[config.mk]
export PLATFORM = sky130hd
export DESIGN_NAME = apb_slave_regbank
export DESIGN_NICKNAME = d
export VERILOG_FILES = /design/src/rtl/apb_slave_regbank.sv
export SDC_FILE = /design/constraint.sdc
export NUM_CORES = 1
export LEC_CHECK = 0
export CORE_ASPECT_RATIO = 2
export CORE_MARGIN = 2
export CORE_UTILIZATION = 40
export CTS_CLUSTER_SIZE = 12
export DETAILED_ROUTE_END_ITERATION = 8
export GPL_ROUTABILITY_DRIVEN = 0
export PLACE_DENSITY = 0.7
export SYNTH_ARGS = -nofsm -noshare
export SYNTH_HDL_FRONTEND = slang
export SYNTH_SLANG_ARGS = --single-unit
export TNS_END_PERCENT = 50
[constraint.sdc]
create_clock -name Pclk -period 5.1 [get_ports Pclk]
set_clock_uncertainty 0.2 [all_clocks]
set_input_delay 0.51 -clock Pclk [delete_from_list [all_inputs] [get_ports Pclk]]
set_output_delay 0.51 -clock Pclk [all_outputs]
set_load 0.03 [all_outputs]
[src/rtl/apb_slave_regbank.sv]
// APB completer serving an 8 x 32-bit register bank with programmable
// wait states, error responses, W1C interrupt status and a write counter.
module apb_slave_regbank #(
   parameter int unsigned WAIT_STATES = 1,
   parameter logic [31:0] ID_VALUE    = 32'hA5B0_0001
) (
   input  logic        Pclk,
   input  logic        Preset,
   input  logic        Psel,
   input  logic        Penable,
   input  logic        Pwrite,
   input  logic [31:0] Paddr,
   input  logic [31:0] Pwdata,
   output logic [31:0] Prdata,
   output logic        Pready,
   output logic        Pslverr,
   input  logic [31:0] status_in,
   input  logic [7:0]  event_in,
   output logic [31:0] ctrl_out,
   output logic        irq
);

   localparam logic [0:0] ST_IDLE   = 1'b0;
   localparam logic [0:0] ST_ACCESS = 1'b1;

   localparam logic [3:0] WAIT_INIT = 4'(WAIT_STATES);

   logic [0:0]  state_q, state_d;
   logic [3:0]  wait_cnt_q, wait_cnt_d;
   logic [31:0] ctrl_q, ctrl_d;
   logic [31:0] scratch_q, scratch_d;
   logic [31:0] gp_q, gp_d;
   logic [7:0]  irq_stat_q, irq_stat_d;
   logic [7:0]  irq_en_q, irq_en_d;
   logic [15:0] wcount_q, wcount_d;
   logic        irq_q, irq_d;

   logic [2:0]  reg_idx;
   logic        ro_hit;
   logic        acc_err;
   logic        complete;
   logic        wr_ok;
   logic [7:0]  w1c_mask;
   logic [31:0] rd_mux;
   logic        unused_paddr;

   assign reg_idx      = Paddr[4:2];
   assign unused_paddr = ^Paddr[31:5];

   assign ro_hit   = (reg_idx == 3'd1) || (reg_idx == 3'd5) || (reg_idx == 3'd7);
   assign acc_err  = (Paddr[1:0] != 2'b00) || (Pwrite && ro_hit);
   assign complete = (state_q == ST_ACCESS) && (wait_cnt_q == 4'd0) && Psel && Penable;
   assign wr_ok    = complete && Pwrite && !acc_err;

   // Transfer sequencing: setup detection, wait-state countdown, abort on Psel drop
   always_comb begin
      state_d    = state_q;
      wait_cnt_d = wait_cnt_q;
      case (state_q)
         ST_IDLE: begin
            if (Psel && !Penable) begin
               state_d    = ST_ACCESS;
               wait_cnt_d = WAIT_INIT;
            end
         end
         ST_ACCESS: begin
            if (!Psel) begin
               state_d    = ST_IDLE;
               wait_cnt_d = '0;
            end else if (Penable) begin
               if (wait_cnt_q == 4'd0) begin
                  state_d = ST_IDLE;
               end else begin
                  wait_cnt_d = wait_cnt_q - 4'd1;
               end
            end
         end
         default: begin
            state_d    = ST_IDLE;
            wait_cnt_d = '0;
         end
      endcase
   end

   // Register updates on successful writes, event capture and interrupt level
   always_comb begin
      ctrl_d    = ctrl_q;
      scratch_d = scratch_q;
      gp_d      = gp_q;
      irq_en_d  = irq_en_q;
      w1c_mask  = '0;
      if (wr_ok) begin
         case (reg_idx)
            3'd0:    ctrl_d    = Pwdata;
            3'd2:    scratch_d = Pwdata;
            3'd3:    w1c_mask  = Pwdata[7:0];
            3'd4:    irq_en_d  = Pwdata[7:0];
            3'd6:    gp_d      = Pwdata;
            default: ;
         endcase
      end
      // new events are OR-ed in after the clear so a coincident set wins
      irq_stat_d = (irq_stat_q & ~w1c_mask) | event_in;
      wcount_d   = wcount_q + {15'd0, wr_ok};
      irq_d      = |(irq_stat_q & irq_en_q);
   end

   // Read data selection by register index
   always_comb begin
      rd_mux = '0;
      case (reg_idx)
         3'd0:    rd_mux = ctrl_q;
         3'd1:    rd_mux = status_in;
         3'd2:    rd_mux = scratch_q;
         3'd3:    rd_mux = {24'd0, irq_stat_q};
         3'd4:    rd_mux = {24'd0, irq_en_q};
         3'd5:    rd_mux = {16'd0, wcount_q};
         3'd6:    rd_mux = gp_q;
         default: rd_mux = ID_VALUE;
      endcase
   end

   // State and register storage with synchronous reset
   always_ff @(posedge Pclk) begin
      if (Preset) begin
         state_q    <= ST_IDLE;
         wait_cnt_q <= '0;
         ctrl_q     <= '0;
         scratch_q  <= '0;
         gp_q       <= '0;
         irq_stat_q <= '0;
         irq_en_q   <= '0;
         wcount_q   <= '0;
         irq_q      <= 1'b0;
      end else begin
         state_q    <= state_d;
         wait_cnt_q <= wait_cnt_d;
         ctrl_q     <= ctrl_d;
         scratch_q  <= scratch_d;
         gp_q       <= gp_d;
         irq_stat_q <= irq_stat_d;
         irq_en_q   <= irq_en_d;
         wcount_q   <= wcount_d;
         irq_q      <= irq_d;
      end
   end

   assign Pready   = complete;
   assign Pslverr  = complete && acc_err;
   assign Prdata   = (complete && !Pwrite && !acc_err) ? rd_mux : '0;
   assign ctrl_out = ctrl_q;
   assign irq      = irq_q;

endmodule

Fig. 1: clock nets
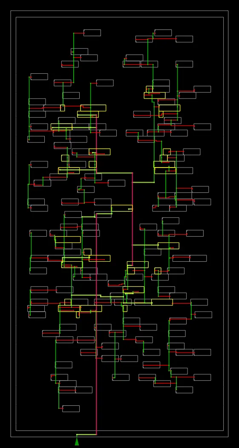
FF+latch count: 134
Clock buffer cells: 18
power in the clock group: 0.00120 W

Fig. 2: pin placement
Pins as bars across the die edge, other pins in grey.
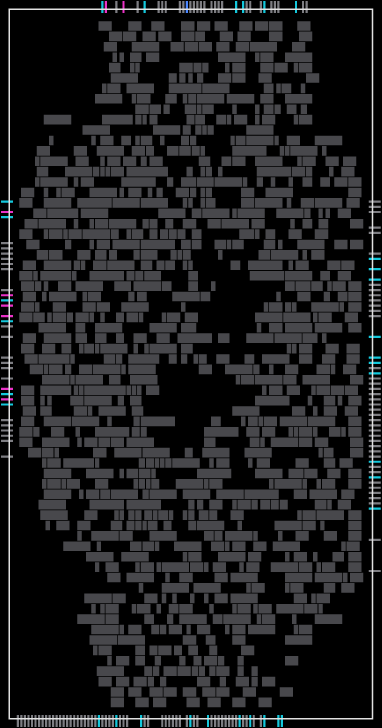
[event_in] magenta | pins: 8 | direction: input | edge: 6 left, 2 top
[Pslverr] blue | pins: 1 | direction: output | edge: top
[Pwdata] cyan | pins: 32 | direction: input | edge: 10 bottom, 10 right, 6 left, 6 top
all pins by edge: 63 bottom, 49 right, 33 top, 31 left
die boundary width: 94.5 um
die height: 185 um

Fig. 3: gate families picked out
Scale bar: 20 um.
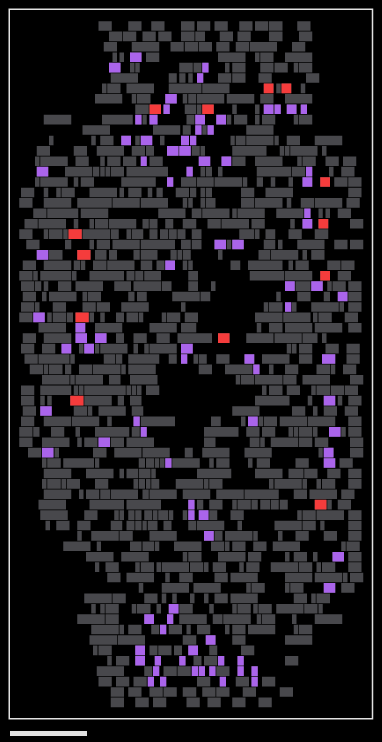
[AND-OR and OR-AND gates] red | cells: 13 | most used: o21a_1
[inverting AOI/OAI gates] purple | cells: 90 | most used: a21oi_1

Fig. 4: wiring by layer
Only two layers are drawn.
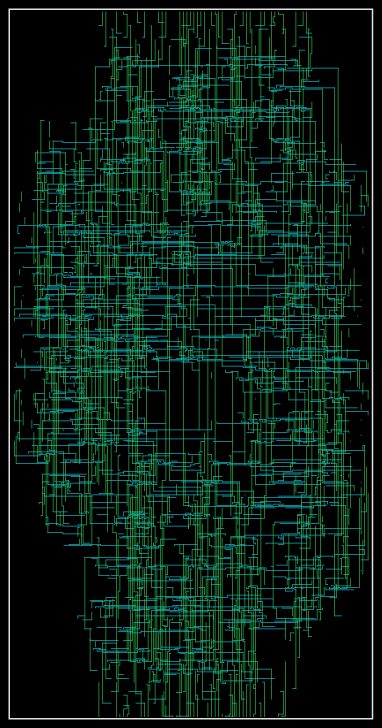
[met1] cyan | wire length: 7,310 um
[met2] green | wire length: 10,200 um

[tightest hold or removal path, delay by kind of cell, from the launching register on]
family / cells / cell delay, ns
flops: 1 / 0.32
mux: 1 / 0.06
simple gates: 1 / 0.07
[cells in the mapped netlist, types with 8 or more instances]
master / number
a211oi_1: 8
a21oi_1: 22
a22oi_1: 12
a311oi_1: 10
buf_2: 18
clkbuf_1: 28
dfxtp_1: 134
inv_1: 16
mux2i_1: 134
nand2_1: 25
nand2b_1: 8
nand3_1: 12
nor2_1: 162
nor2b_1: 8
nor3_1: 10
o21ai_0: 16
or2_2: 9
xnor2_1: 8
[final cells by class]
cell class | count | share of cell area
multi-input combinational | 522 | 0.411
sequential | 134 | 0.308
timing repair buffer | 161 | 0.179
clock buffer | 18 | 0.0492
tap | 204 | 0.0293
clock inverter | 14 | 0.0172
inverter | 16 | 0.00689
[power by group through the flow]
stage | clock network, W | logic (W) | registers (W)
4_1_cts | 0.00122 | 0.000191 | 0.00106
5_1_grt | 0.00126 | 0.000205 | 0.00106
6_report | 0.00120 | 0.000190 | 0.00106
2_1_floorplan | 0 | 0.0000901 | 0.00108
3_5_place_dp | 0 | 0.000190 | 0.00108
3_3_place_gp | 0 | 0.000189 | 0.00108
[worst paths after layout]
kind | end
max | Prdata[27]
min | gp_q[20]
max reg2reg | wcount_q[15]
min reg2reg | gp_q[20]
[layer usage]
| layer | GRT usage | vias to the layer above | wire length (um) |
|---|---|---|---|
| li1 | - | 2804 | - |
| met1 | 0.234 | 2705 | 7310 |
| met2 | 0.408 | 157 | 10200 |
| met3 | 0.0301 | 30 | 697 |
| met4 | 0.104 | 0 | 529 |
| met5 | 0 | - | 0 |
[flip-flops by register name, indices dropped and copies added, names as in the netlist]
name / count
irq_en_q: 8
state_q: 1
irq: 1
ctrl_out: 32
scratch_q: 32
wait_cnt_q: 4
wcount_q: 16
irq_stat_q: 8
gp_q: 32
[per-stage QoR]
step	std cells	cell area [um^2]	hold WS, ns
floorplan	726	6560	0.255
global placement	1037	8140	0.269
detailed placement	1037	8140	0.280
CTS	1069	8720	0.294
global route	1069	8720	0.314
finish	1069	8720	0.288
[placed cells by master (no fill, tap or decap), drive strengths merged, types with 4 or more instances in the layout]
cell	n
a211oi	8
buf	17
a311oi	10
o21a	5
nor3	10
a221oi	7
nor2	162
nand2	25
nand2b	8
nor4	4
a21boi	5
mux2i	134
dfxtp	134
clkbuf	18
ha	4
a22oi	12
nor2b	8
mux4	7
mux2	6
clkinv	5
xnor2	8
a21oi	22
o211a	4
nand3	12
inv	20
nand4	5
clkdlybuf4s50	144
o21ai	16
or2	9
[cell families (layout without fill, tap and decap cells)]
group,after synthesis,in the layout,share of synthesized area
compound gates,103,103,0.110
xor+xnor,10,10,0.0134
fa+ha+maj,4,4,0.00763
buf+inv,70,209,0.0452
flops,134,134,0.409
mux,147,147,0.239
simple gates,258,258,0.175
==> impl_metrics.ini <==
; yosys + openroad results
[sta]
drv_slew = 0
totalNegativeSetupSlack_ns = 0
slack_of_the_critical_path_ns = 0.932

[min_path]
holdPathStages = 2
hold_path.class = flip-flop to flip-flop
min_from = gp_q[20]

[logic_synthesis]
synth.ff_latch_count = 134
yosys_warnings = 0
yosysTopAreaCell = dfxtp_1
yosys.area.top_type_share = 0.409
flop_cell = dfxtp_1

[outcome]
outcome = complete, no violations

[setup_path]
crit_top_cell = clkdlybuf4s50_1
cp_num_cells = 6
worstPathRequired_ns = 4.39
setup.worst_path.end_class = output port
cpPeakStageDelay_ns = 0.73
r2r_slack_ns = 1.94
startpoint_type = input pin
critical_path.n_buffers_inverters = 2
crit_chain = clkdlybuf4s50_1 -> nor4b_4 -> nand3_1 -> a31o_2 -> a211oi_1 -> clkdlybuf4s50_1

[grt]
initial_antenna_violation_count = 0
globalRouteTotalUtil = 0.218
grt_max_degree = 103
first_global_vias = 5677
first_pass_grt_wire_length_um = 29200

[power]
share_comb_of_total_power = 0.077
p_seq_frac = 0.433

[cts]
h_tree_level_count = 4
cts_post_setup_buffers_inserted = 0
cts.path.max_buffers = 2
cts-buffers-inserted = 17

[routing]
detailedRoute.firstPassIterationCount = 4

[placed_design]
numPortBuffers = 148
dpl.hpwl_um = 13100
place_worst_setup_slack_ns = 0.991

[flow_run]
drv_cap = 0

[finish]
antennaDiodeCount = 0
design.final.nets = 965

[die]
floorplan.die_area_mm2 = 0.0175
Power is estimated from default activity; no workload was simulated.
